clock_map.png
The bar under the picture is 100 microns long.
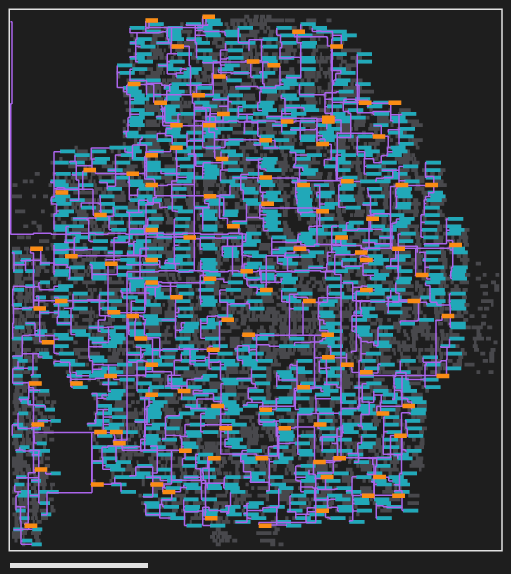
met4.png
Supply wires on this layer in gray.
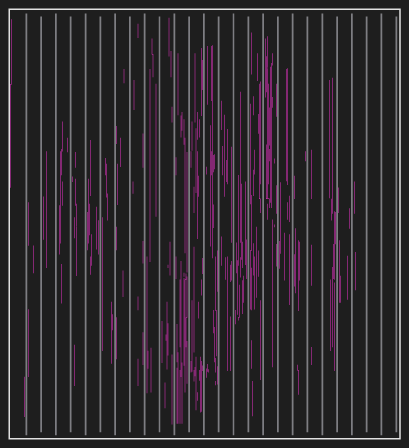
## config.mk

```make
export PLATFORM = sky130hd
export DESIGN_NAME = wb_regfile_flat
export DESIGN_NICKNAME = d
export VERILOG_FILES = /design/src/rtl/wb_regfile_if.sv /design/src/rtl/wb_regfile.sv /design/src/flat_wrapper.sv
export SDC_FILE = /design/constraint.sdc
export NUM_CORES = 2
export LEC_CHECK = 0
export CORE_ASPECT_RATIO = 1.1
export CORE_UTILIZATION = 42
export CTS_CLUSTER_SIZE = 28
export DETAILED_ROUTE_END_ITERATION = 16
export PLACE_DENSITY = 0.68
export SLEW_MARGIN = 20
export SYNTH_ARGS = -nofsm -noshare
export SYNTH_HDL_FRONTEND = slang
export SYNTH_SLANG_ARGS = --single-unit
```

## constraint.sdc

```tcl
create_clock -name clk -period 4.77 [get_ports clk]
set_input_delay 0.7155 -clock clk [delete_from_list [all_inputs] [get_ports clk]]
set_output_delay 0.7155 -clock clk [all_outputs]
set_load 0.01 [all_outputs]
```

## src/rtl/wb_regfile_if.sv

```systemverilog
// Bus bundle between the MEM/WB writeback stage, the ID read ports and the
// GPR/HILO register file.
interface wb_regfile_if #(
  parameter int DATA_W = 32,
  parameter int ADDR_W = 5
);
  logic [ADDR_W-1:0] wb_wd;
  logic              wb_wreg;
  logic [DATA_W-1:0] wb_wdata;
  logic              wb_whilo;
  logic [DATA_W-1:0] wb_hi;
  logic [DATA_W-1:0] wb_lo;
  logic              re1;
  logic [ADDR_W-1:0] raddr1;
  logic [DATA_W-1:0] rdata1;
  logic              re2;
  logic [ADDR_W-1:0] raddr2;
  logic [DATA_W-1:0] rdata2;
  logic [DATA_W-1:0] hi_o;
  logic [DATA_W-1:0] lo_o;

  modport master (
    output wb_wd, wb_wreg, wb_wdata, wb_whilo, wb_hi, wb_lo,
    output re1, raddr1, re2, raddr2,
    input  rdata1, rdata2, hi_o, lo_o
  );

  modport slave (
    input  wb_wd, wb_wreg, wb_wdata, wb_whilo, wb_hi, wb_lo,
    input  re1, raddr1, re2, raddr2,
    output rdata1, rdata2, hi_o, lo_o
  );
endinterface

```

## src/rtl/wb_regfile.sv

```systemverilog
// Writeback-side GPR file (r0 hardwired to zero) plus HI/LO pair, with two
// combinational read ports that forward the write retiring this cycle.
module wb_regfile #(
  parameter int DATA_W   = 32,
  parameter int ADDR_W   = 5,
  parameter int NUM_REGS = 32
) (
  input  logic          clk,
  input  logic          rst,
  wb_regfile_if.slave   bus
);

  logic [DATA_W-1:0] regs [NUM_REGS];
  logic [DATA_W-1:0] hi_q;
  logic [DATA_W-1:0] lo_q;

  // Storage must clear on reset, which keeps it out of block RAM.
  always_ff @(posedge clk) begin
    if (rst) begin
      for (int i = 0; i < NUM_REGS; i++) begin
        regs[i] <= '0;
      end
      hi_q <= '0;
      lo_q <= '0;
    end else begin
      if (bus.wb_wreg && (bus.wb_wd != '0)) begin
        regs[bus.wb_wd] <= bus.wb_wdata;
      end
      if (bus.wb_whilo) begin
        hi_q <= bus.wb_hi;
        lo_q <= bus.wb_lo;
      end
    end
  end

  function automatic logic [DATA_W-1:0] read_port(
    input logic              rst_i,
    input logic              re,
    input logic [ADDR_W-1:0] ra,
    input logic              wreg,
    input logic [ADDR_W-1:0] wd,
    input logic [DATA_W-1:0] wdata,
    input logic [DATA_W-1:0] stored
  );
    if (rst_i || !re || (ra == '0)) begin
      return '0;
    end else if (wreg && (wd == ra)) begin
      return wdata;
    end else begin
      return stored;
    end
  endfunction

  assign bus.rdata1 = read_port(rst, bus.re1, bus.raddr1, bus.wb_wreg, bus.wb_wd,
                                bus.wb_wdata, regs[bus.raddr1]);
  assign bus.rdata2 = read_port(rst, bus.re2, bus.raddr2, bus.wb_wreg, bus.wb_wd,
                                bus.wb_wdata, regs[bus.raddr2]);

  // HI/LO are not forwarded; EX handles in-flight HILO writes.
  assign bus.hi_o = rst ? '0 : hi_q;
  assign bus.lo_o = rst ? '0 : lo_q;

endmodule

```

## src/flat_wrapper.sv

```systemverilog
// flat-port wrapper written by rule: the top's interface ports become plain ports
module wb_regfile_flat 
#(
  parameter int DATA_W   = 32,
  parameter int ADDR_W   = 5,
  parameter int NUM_REGS = 32
)
  (clk, rst, bus_wb_wd, bus_wb_wreg, bus_wb_wdata, bus_wb_whilo, bus_wb_hi, bus_wb_lo, bus_re1, bus_raddr1, bus_re2, bus_raddr2, bus_rdata1, bus_rdata2, bus_hi_o, bus_lo_o);
  wb_regfile_if #(.DATA_W(DATA_W), .ADDR_W(ADDR_W)) bus_i ();
  input  logic clk;
  input  logic rst;
  input wire logic [$bits(bus_i.wb_wd)-1:0] bus_wb_wd;
  input wire logic [$bits(bus_i.wb_wreg)-1:0] bus_wb_wreg;
  input wire logic [$bits(bus_i.wb_wdata)-1:0] bus_wb_wdata;
  input wire logic [$bits(bus_i.wb_whilo)-1:0] bus_wb_whilo;
  input wire logic [$bits(bus_i.wb_hi)-1:0] bus_wb_hi;
  input wire logic [$bits(bus_i.wb_lo)-1:0] bus_wb_lo;
  input wire logic [$bits(bus_i.re1)-1:0] bus_re1;
  input wire logic [$bits(bus_i.raddr1)-1:0] bus_raddr1;
  input wire logic [$bits(bus_i.re2)-1:0] bus_re2;
  input wire logic [$bits(bus_i.raddr2)-1:0] bus_raddr2;
  output wire logic [$bits(bus_i.rdata1)-1:0] bus_rdata1;
  output wire logic [$bits(bus_i.rdata2)-1:0] bus_rdata2;
  output wire logic [$bits(bus_i.hi_o)-1:0] bus_hi_o;
  output wire logic [$bits(bus_i.lo_o)-1:0] bus_lo_o;
  assign bus_i.wb_wd = bus_wb_wd;
  assign bus_i.wb_wreg = bus_wb_wreg;
  assign bus_i.wb_wdata = bus_wb_wdata;
  assign bus_i.wb_whilo = bus_wb_whilo;
  assign bus_i.wb_hi = bus_wb_hi;
  assign bus_i.wb_lo = bus_wb_lo;
  assign bus_i.re1 = bus_re1;
  assign bus_i.raddr1 = bus_raddr1;
  assign bus_i.re2 = bus_re2;
  assign bus_i.raddr2 = bus_raddr2;
  assign bus_rdata1 = bus_i.rdata1;
  assign bus_rdata2 = bus_i.rdata2;
  assign bus_hi_o = bus_i.hi_o;
  assign bus_lo_o = bus_i.lo_o;
  wb_regfile #(.DATA_W(DATA_W), .ADDR_W(ADDR_W), .NUM_REGS(NUM_REGS)) u_core (.clk(clk), .rst(rst), .bus(bus_i));
endmodule
```

==> out/qor.yml <==
use_met1_pct: 34.9
tns_ns: 0
die_y_microns: 392
bufAreaShareNonClock_pct: 7.41
holdCritStartpoint: "rst"
flop_area_sq_mm: 0.0320
min_path_cells: 1
port_buffers: 244
avgSynthCellArea_sq_um: 13.9
numCtsBuffers: 112
pre_cts_ws_ns: 0.370
seq_cells: 1088
crit_start: "bus_raddr2[3]"
async_reset_ff_share_pct: 0
r2r-end: "u_core.hi_q[9]"
tap_cells: 1800
ys_warn_count: 0
grt_antenna_before_repair: 15
std_cell_rows: 142
stdcell_count: 6256
ir_drop_mv: 0.295
flop_cell: "edfxtp_1"
grt_max_degree: 162
edf_count: 1024
post-place-cells: 6046
root_buffer: "clkbuf_16"
use_met3_pct: 6.51
yosys_area_sq_mm: 0.0582
power_density_mw_per_mm2: 341
max-slew-margin-rel_pct: 37.9
synthDistinctLibCells: 46
xor_share_pct: 0.150
synth.cellmix.adderShare_pct: 0
period_used_pct: 94.9
hpwl_microns: 119000
hold_class: "in2reg"
placed_area_sq_mm: 0.0638
required_ns: 4.05
rsz0062_at_grt: "false"
n_all_buffers: 483
largest_area_cell: "edfxtp_1"
ys_sh_mux_pct: 20.4
tool_warnings: 30
grt_usage_pct: 27.4
wire_per_inst_microns: 31.0
postCtsSetupBuffers: 0
ctsHoldBuffers: 0
worstMarginPinSlew_ns: 0.930
area_growth_pct: 15.9
topCellsByArea: "edfxtp_1 53%, mux4_2 14%, and2_1 11%"
yosysCellCount: 4178
netlist_instances: 4178
fillers: 11500
layout-drive-gt1-share_pct: 20.5
cts_tree: "built"
start_kind: "input pin"
fp_util_pct: 42.5
comb_area_share_pct: 36.3
n_clock_buffer: 141
synthAoiAreaFrac_pct: 6.78
rrSetupSlack_ns: 4.05
core_area_sq_mm: 0.137
drc: 0
cp_data_arrival_time_ns: 3.81
clkLatencyLatePin_ns: 0.74
ys_ff: 1088
max_cap_viol_count: 0
synth_top_area_share_pct: 52.8
clk_pin_slew_ns: 0.06
cts-htree-levels: 3
drt_iter0_drc: 5114
path_class: "in2out"
hold_viol_final: 0
synth_area_sq_mm: 0.0582
seq_share_pct: 47.5
status: "completed"
comb_cells: 2673
yosys.area_share.simple_pct: 14.0
dr.pass1.iters: 5
worst_r2r_path_depth: 2
first_global_vias: 39400
whs_ns: 0.434
drv_slew: 0
ant_nets: 0
die_area_sq_mm: 0.140
setup_slack_ns: 0.245
top_logic_kind: "multiplexers"
viasPerCell: 6.27
fmax_mhz: 221
crit_end: "bus_rdata2[4]"
nets: 4477
clk_share_pct: 5.41
gp_congestion: 0.888
antenna_cells: 4
fin_crit_ns: 4.52
inverters: 2
logic_area_sq_mm: 0.0245
r2r-start: "u_core.hi_q[9]"
cts_buffer_depth: 3
grt_pass1_wl_microns: 275000
layout_top_cell: "edfxtp_1"
ios: 245
netlist_top_cells_count: "1024 x edfxtp_1, 993 x and2_1, 355 x mux4_2"
yosysSeqAreaShare_pct: 55.0
## Picture notes: clock_map.png
cells driving clock nets: marked orange, count 112. flip-flops: marked cyan, count 1088. clock wires: marked purple, length 13900 microns.
Position of the flops: all over the die.
Worst Skew: 0 ns
Clock net power: 8.91 mW
Clock Power Share: 38.7%

## Picture notes: met4.png
The longest straight run is 195 microns. The layer holds 5.1% of the routed length.
Vias: 39200
final WL: 194000 microns

==> per-layer routing <==
metal	share of wire, %	up-vias
met5	0.010	-
met4	5.1	4
met3	11	523
met2	47	2522
met1	37	19900
li1	-	16300
==> power by group <==
part           total [mW]  internal (mW)  switching, mW  leakage, nW
Combinational        2.89           1.28           1.62         11.8
Sequential           11.2           11.0          0.262         10.3
Clock                8.91           4.98           3.93         1.78
==> flip-flops by register name, indices dropped and copies added, names as in the netlist <==
name,cells
u_core.hi_q,32
u_core.lo_q,32
u_core.regs,1024
==> critical path, cell delays in order <==
cell	delay (ns)
clkdlybuf4s50_1	0.63
xor2_1	0.26
nor4_1	0.38
and3_1	0.39
nor3_2	0.12
buf_4	0.34
a221o_1	0.40
clkdlybuf4s50_1	0.55
No activity file was given, so power comes from the tool's default toggle rates.
